$ cat src/rtl/ddr_sample_sync.sv
// ddr_sample_sync
// Re-times the rising-edge (indata) and falling-edge (indata180) captured pad
// words into the clk domain and formats them into one sample word per clock.
//
// Ports:
//   clk          sample clock (same clock as the DDR capture buffer)
//   reset        asynchronous, active-high reset
//   indata       rising-edge captured pad data, WIDTH bits
//   indata180    falling-edge captured pad data, WIDTH bits
//   demux_mode   1 = pack the low halves of both edges into one word
//   filter_mode  1 = per-bit glitch filter (edges must agree to update)
//   test_mode    1 = internal counter pattern {~cnt, cnt}
//   sample_data  registered, formatted sample word
//   sample_valid sample_data is a fully pipelined word of the current format
//
// Format priority: test > demux > filter > passthrough.
// Pipeline: stage 1 captures pad words and mode bits, stage 2 formats them,
// so a pad word reaches sample_data two clock edges after it is presented.

module ddr_sample_sync #(
  parameter int WIDTH = 32
) (
  input  logic             clk,
  input  logic             reset,
  input  logic [WIDTH-1:0] indata,
  input  logic [WIDTH-1:0] indata180,
  input  logic             demux_mode,
  input  logic             filter_mode,
  input  logic             test_mode,
  output logic [WIDTH-1:0] sample_data,
  output logic             sample_valid
);

  localparam int HALF = WIDTH / 2;

  logic [WIDTH-1:0] a_r;
  logic [WIDTH-1:0] b_r;
  logic [2:0]       mode_r;
  logic [2:0]       mode_in;
  logic [HALF-1:0]  cnt;
  logic [1:0]       fill;
  logic [1:0]       fill_next;
  logic             mode_chg;
  logic [WIDTH-1:0] data_next;

  assign mode_in  = {test_mode, demux_mode, filter_mode};
  assign mode_chg = (mode_r != mode_in);

  always_comb begin
    data_next = a_r;
    if (mode_r[2]) begin
      data_next = {~cnt, cnt};
    end else if (mode_r[1]) begin
      data_next = {b_r[HALF-1:0], a_r[HALF-1:0]};
    end else if (mode_r[0]) begin
      // A bit only moves when both edges agree; otherwise it keeps its
      // previous output value, so a half-cycle glitch is swallowed.
      data_next = (a_r & b_r) | (sample_data & (a_r ^ b_r));
    end
  end

  // Any change of the mode bits restarts the fill so the two words that may
  // mix old and new formats are flagged invalid.
  always_comb begin
    fill_next = fill;
    if (mode_chg) begin
      fill_next = 2'd0;
    end else if (fill != 2'd2) begin
      fill_next = fill + 2'd1;
    end
  end

  always_ff @(posedge clk or posedge reset) begin
    if (reset) begin
      a_r          <= '0;
      b_r          <= '0;
      mode_r       <= 3'b000;
      cnt          <= '0;
      fill         <= 2'd0;
      sample_data  <= '0;
      sample_valid <= 1'b0;
    end else begin
      a_r          <= indata;
      b_r          <= indata180;
      mode_r       <= mode_in;
      // Counter advances whenever the registered mode selects the pattern,
      // including on the edge where the mode bits are about to change.
      if (mode_r[2]) begin
        cnt <= cnt + 1'b1;
      end
      fill         <= fill_next;
      sample_data  <= data_next;
      sample_valid <= (fill_next == 2'd2);
    end
  end

endmodule

$ cat config.mk
export PLATFORM = sky130hd
export DESIGN_NAME = ddr_sample_sync
export DESIGN_NICKNAME = d
export VERILOG_FILES = /design/src/rtl/ddr_sample_sync.sv
export SDC_FILE = /design/constraint.sdc
export NUM_CORES = 1
export LEC_CHECK = 0
export CAP_MARGIN = 20
export CELL_PAD_IN_SITES_DETAIL_PLACEMENT = 0
export CELL_PAD_IN_SITES_GLOBAL_PLACEMENT = 2
export CORE_ASPECT_RATIO = 1.5
export CORE_MARGIN = 2
export CORE_UTILIZATION = 34
export CTS_BUF_LIST = sky130_fd_sc_hd__clkbuf_8
export DETAILED_ROUTE_END_ITERATION = 10
export MAX_ROUTING_LAYER = met4
export PLACE_DENSITY = 0.9
export RECOVER_POWER = 100
export SETUP_SLACK_MARGIN = 0.05
export SLEW_MARGIN = 15
export SYNTH_ARGS = -nofsm -noshare
export SYNTH_HDL_FRONTEND = slang
export SYNTH_SLANG_ARGS = --single-unit
export TNS_END_PERCENT = 30
$ cat constraint.sdc
create_clock -name clk -period 4.9 [get_ports clk]
set_input_delay 0.49 -clock clk [delete_from_list [all_inputs] [get_ports clk]]
set_output_delay 0.49 -clock clk [all_outputs]
set_load 0.02 [all_outputs]
run_1/m4.png
The bar under the picture is 20 microns long. Cells faint in the background.
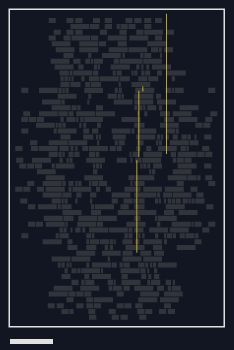
nets with wire on the layer: 2
wire length on this layer: 141 microns
total wire length after detailed routing: 9.858 mm
Vias: 3198

run_1/m2.png
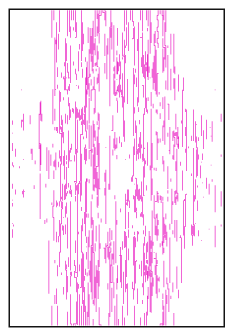
share of all routed wire: 54%
main direction: vertical
longest straight run: 43.2 microns

run_1/congestion_map.png
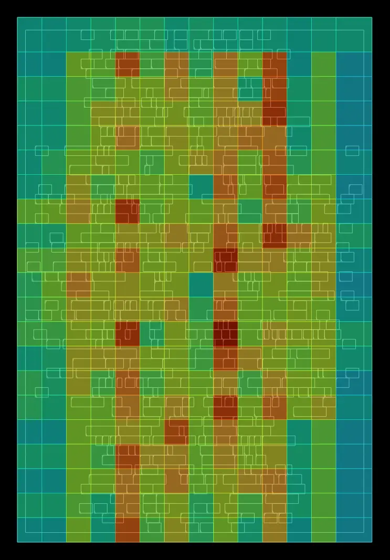
Post-Route Utilization: 46.15%
M3 GR Usage: 3.972%
grt peak-use layer: met2

run_1/m1.png
Cells faint in the background.
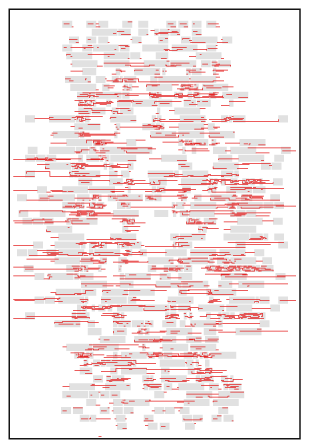
share of all routed wire: 40%
longest straight run: 25.8 microns
wire length on this layer: 3970 microns
nets with wire on the layer: 524
global routing met1 resource utilization: 16.90%

==> metrics.cfg, run 1 <==
[status]
outcome = finished, violations left
failed_checks = capacitance limit, slew limit

[worst_setup_path]
crit_family = flip-flops
critical_path_arrival_ps = 3120
cp_max_fo = 70
timing.critical_path.to = cnt[15]
cp_slowest_stage_delay_ps = 1790
cp.required_ps = 5190
worst_setup_path_startpoint = mode_r[2]

[job]
log.warning_count = 26
maxCapViolCount = 1

[clock_tree]
clk_path_buf_depth = 2
clock-root-buffer = clkbuf_8
insertion_delay_ps = 420

[min_path]
hold_class = reg -> reg

[synth]
dominantRegCellSynth = dfrtp_1
yosysSeqAreaShare_pct = 63.05
ffs_w_async_s_r_synth_pct = 100.0
post-synth-top-area-cell = dfrtp_1
ys.flops = 118
synthTopCellsByCount = dfrtp_1, a21oi_1, nand2_1, ha_1
synth-cells-yosys = 385
syn_inst = 385

[global_routing]
globalRouteOverflowTotal = 0
grt_util_met2_pct = 25.24

[pwr]
p_clk_share_pct = 35.7
power_frac_comb_pct = 14.4
clock_power_mw = 0.836
top_power_group = sequential cells
p_switching_mw = 0.6277
leakagePower_nw = 2.680

[final_timing]
final_min_period_over_clock_period_pct = 57.84
achievable-frequency_mhz = 352.9
timing.hold.ws_ps = 493.5
slew_viol_final = 71
final.min_clock_period_ps = 2834
final_hold_viol_count = 0
finalSetupViolations = 0

[placed_design]
place_congestion = 0.7101

[route]
drt_drc_violations_left = 0
dr_wl_met3_microns = 430
dr.first_iter.drc_count = 97

[final_layout]
design.final.nets = 591
fill_cell_total_of_the_finished_layout = 1226
final-comb-area_sq_mm = 0.001602
layout.area.seq_sq_mm = 0.002953

[floorplanning]
floorplan.core_util_pct = 34.77

run 1: cells by family (layout without fill, tap and decap cells):
| logic type | Yosys count | in the layout | synth area share (%) |
|---|---|---|---|
| compound gates | 112 | 112 | 13.68 |
| flops | 118 | 118 | 63.05 |
| buf+inv | 26 | 142 | 2.378 |
| xor+xnor | 18 | 18 | 3.366 |
| simple gates | 76 | 76 | 8.202 |
| fa+ha+maj | 34 | 34 | 9.084 |
| mux | 1 | 1 | 0.2404 |
run 1: final cells by class:
type                       instances  area share [%]
inverter                           5          0.3422
clock inverter                     9           1.167
sequential                       118           47.50
tap                              162           3.261
clock buffer                      23           5.093
timing repair buffer             105           16.87
multi-input combinational        241           25.76
run_1/m3.png
Cells faint in the background.
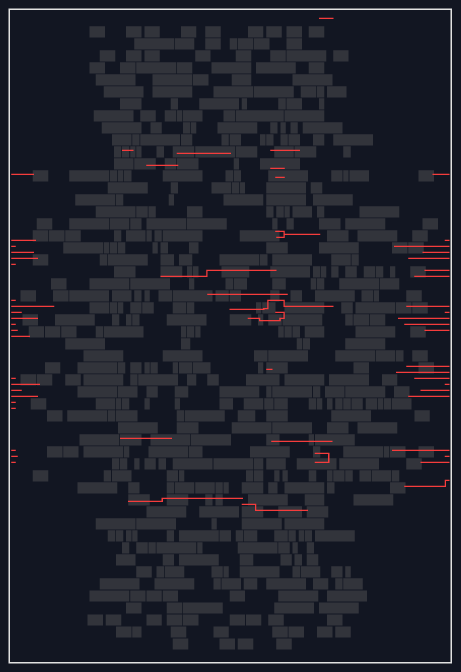

==> run 2: changes to the inputs <==
==> constraint.sdc (replaced) <==
create_clock -name clk -period 2.8 [get_ports clk]
set_input_delay 0.28 -clock clk [delete_from_list [all_inputs] [get_ports clk]]
set_output_delay 0.28 -clock clk [all_outputs]
set_load 0.02 [all_outputs]
run_2/m3.png
Cells faint in the background.
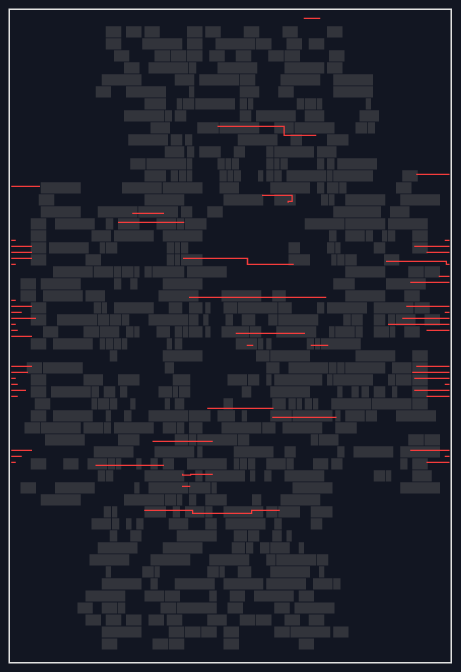
longest straight run: 30.8 microns
main direction: horizontal
M3 GR Usage: 4.255%
Vias: 3212
total wire length after detailed routing: 10.08 mm

==> run 2 against run 1 <==
Against the previous run: the flow now finishes without violations; highest routed layer unchanged; critical path depth is the same; total power up 78%; area after synthesis stayed put; synthesized cell count stayed put; sequential cell count unchanged; cell area rose by 0.30%; combinational power is 78% higher.
==> metrics.cfg, run 2 <==
[final_layout]
nonClockBufferCount = 108  ; was 105

[worst_setup_path]
cp_max_fo = 30  ; was 70
cp.required_ps = 3150  ; was 5190 ps

[synth]
syn_inst = 385  ; unchanged
ys.flops = 118  ; unchanged
xor_share_pct = 3.366  ; unchanged
post_synth_ao_oa_area_fraction_pct = 13.68  ; unchanged
dominantRegCellSynth = dfrtp_1  ; unchanged
post-synth-top-area-cell = dfrtp_1  ; unchanged

[global_routing]
grt_peak_use_layer = met2  ; unchanged

[status]
outcome = finished clean  ; was finished, violations left

[pwr]
p_clk_share_pct = 37.0  ; was 35.7%
p_switching_mw = 1.108  ; was 0.6277 mW
top_power_group = sequential cells  ; unchanged

[final_timing]
achievable-frequency_mhz = 482.3  ; was 352.9 MHz
timing.hold.ws_ps = 401.1  ; was 493.5 ps
finalSetupViolations = 0  ; unchanged

[job]
maxCapViolCount = 0  ; was 1
log.warning_count = 26  ; unchanged

[route]
drt_drc_violations_left = 0  ; unchanged

[placed_design]
place_congestion = 0.7552  ; was 0.7101

run_2/m2.png
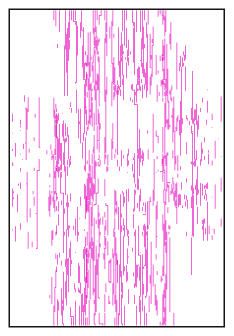
met2 layer usage reported by global route: 25.61%

[run 2: cell counts after synthesis]
No cell type changed its count.
[run 2: worst max-delay path, cell delays in order (launching register included)]
cell	delay, ps
dfrtp_1	890
nand4_1	450
nor4_1	480
xor2_1	180
[run 2: per-layer routing]
metal  share of wire, %  wire (microns)
met3                4.3             429
met1                 40            4002
met5                  0               0
met4                1.4             139
met2                 55            5511
[run 2: how the worst max path moves through the flow]
stage,from,end,slack (ps),cells after the start
CTS,sample_data[9],sample_data[9],1050,1
floorplan,reset,a_r[0],1080,1
global placement,mode_r[2],cnt[1],1180,2
finish,mode_r[2],cnt[15],730,3
global route,mode_r[2],cnt[15],530,3
detailed placement,mode_r[2],cnt[1],1150,2
run_2/congestion_map.png
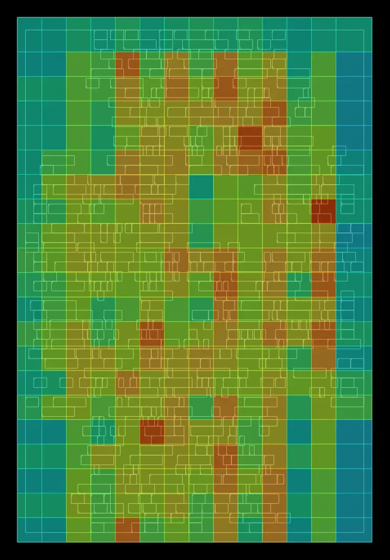

==> run 3: changes to the inputs <==
--- a/config.mk
+++ b/config.mk
@@ -10,11 +10,11 @@
 export CELL_PAD_IN_SITES_GLOBAL_PLACEMENT = 2
 export CORE_ASPECT_RATIO = 1.5
 export CORE_MARGIN = 2
-export CORE_UTILIZATION = 34
+export CORE_UTILIZATION = 31
 export CTS_BUF_LIST = sky130_fd_sc_hd__clkbuf_8
 export DETAILED_ROUTE_END_ITERATION = 10
 export MAX_ROUTING_LAYER = met4
-export PLACE_DENSITY = 0.9
+export PLACE_DENSITY = 0.87
 export RECOVER_POWER = 100
 export SETUP_SLACK_MARGIN = 0.05
 export SLEW_MARGIN = 15
==> constraint.sdc (replaced) <==
create_clock -name clk -period 1.8 [get_ports clk]
set_input_delay 0.18 -clock clk [delete_from_list [all_inputs] [get_ports clk]]
set_output_delay 0.18 -clock clk [all_outputs]
set_load 0.02 [all_outputs]
run_3/congestion_map.png
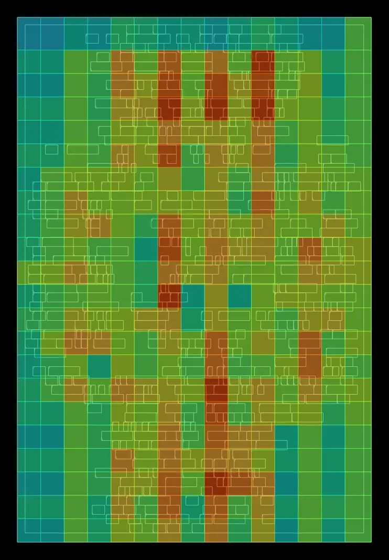
routed len/inst: 14.60 microns
global routing met1 resource utilization: 14.65%
Post-Route Utilization: 42.24%
M3 GR Usage: 3.413%
Total Routing Usage GR: 14.25%

run_3/m4.png
The bar under the picture is 20 microns long. Cells faint in the background.
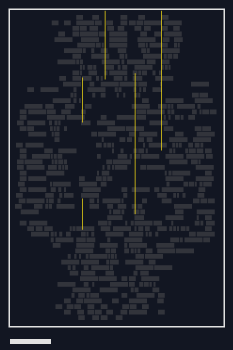
Vias: 3230
total wire length after detailed routing: 10.31 mm

==> run 3 against run 2 <==
Against the previous run: core utilization fell by 4.1 points; wire length increased by 2.2%; final cell count rose by 6.0%; register-to-register slack got worse by 470 ps; worst setup slack worse by 610 ps; first-iteration DRC count grew 120%; die area up 9.3%; hold slack got worse by 93 ps; area after synthesis is the same; critical path type is now reg -> out; largest cell class unchanged; highest routed layer unchanged.
==> metrics.cfg, run 3 <==
[final_timing]
finalSetupViolations = 0  ; unchanged
achievable-frequency_mhz = 595.3
final_min_period_over_clock_period_pct = 93.32
slew_viol_final = 0  ; unchanged

[final_layout]
layout.clock.cell_area_share_pct = 5.733  ; was 6.502%
layout.cells.largest_class = registers  ; unchanged
layout.buffer.nonclock.area_share_pct = 17.79  ; was 17.16%
clockBufferCount = 20  ; was 22
final-comb-area_sq_mm = 0.001602  ; was 0.001584 sq mm
area.share.combinational_pct = 25.39  ; was 25.41%
design.final.nets = 598  ; was 594
seq-cell-share_pct = 46.82  ; was 47.36%
ffs_latches = 118  ; unchanged
fill_cell_total_of_the_finished_layout = 1442  ; was 1238
inverters = 5  ; unchanged

[synth]
ys.flops = 118  ; unchanged
yosysSeqAreaShare_pct = 63.05  ; unchanged
post-synth-top-area-cell = dfrtp_1  ; unchanged
ys_sh_mux_pct = 0.2404  ; unchanged
synthTopCellsByCount = dfrtp_1, a21oi_1, nand2_1, ha_1  ; unchanged
ffs_w_async_s_r_synth_pct = 100.0  ; unchanged
yosys.area_share.adder_pct = 9.084  ; unchanged
syn_inst = 385  ; unchanged
post_synth_ao_oa_area_fraction_pct = 13.68  ; unchanged
synth-cells-yosys = 385  ; unchanged

[clock_tree]
insertion_delay_ps = 420  ; about the same
clock-root-buffer = clkbuf_8  ; unchanged
clk_path_buf_depth = 2  ; unchanged

[worst_setup_path]
cp.required_ps = 1620  ; was 3150 ps
critical_path_cell_count = 1  ; was 3

[route]
dr.first_iter.drc_count = 154  ; was 71

[job]
maxCapViolCount = 0  ; unchanged
log.warning_count = 26  ; unchanged

[floorplanning]
floorplan.core_util_pct = 31.36  ; was 34.77%

[global_routing]
globalRouteOverflowTotal = 0  ; unchanged

[min_path]
hold_class = in -> reg  ; unchanged

[status]
outcome = finished clean  ; unchanged

run 3: cell counts after synthesis:
No cell type changed its count.
run 3: report_power, final:
part           switching [mW]  internal [mW]
Sequential              0.246           2.91
Clock                   0.995           1.17
Combinational           0.481          0.469
Total                    1.72           4.55
run 3: through the flow:
stage	area, sq um	hold slack, ps	setup slack [ps]
after floorplan	4687	211.4	178.6
after global placement	5971	447.2	379.2
after detailed placement	5971	448.7	361.2
after CTS	6342	159.3	150.5
after global routing	6307	270.0	68.64
final	6307	308.3	120.2
run 3: layer usage:
metal,wire [microns],vias to the layer above,share of wire [%]
li1,-,1571,-
met1,4024,1576,39
met2,5744,67,56
met3,333,16,3.2
met4,206,0,2.0
met5,0,-,0
run 3: timing repair:
action                                 4_1_cts  5_1_grt
endpoints found under the hold margin        2        0
resized                                      0        0
hold buffers                                 1        0
Power and IR drop assume default switching activity.
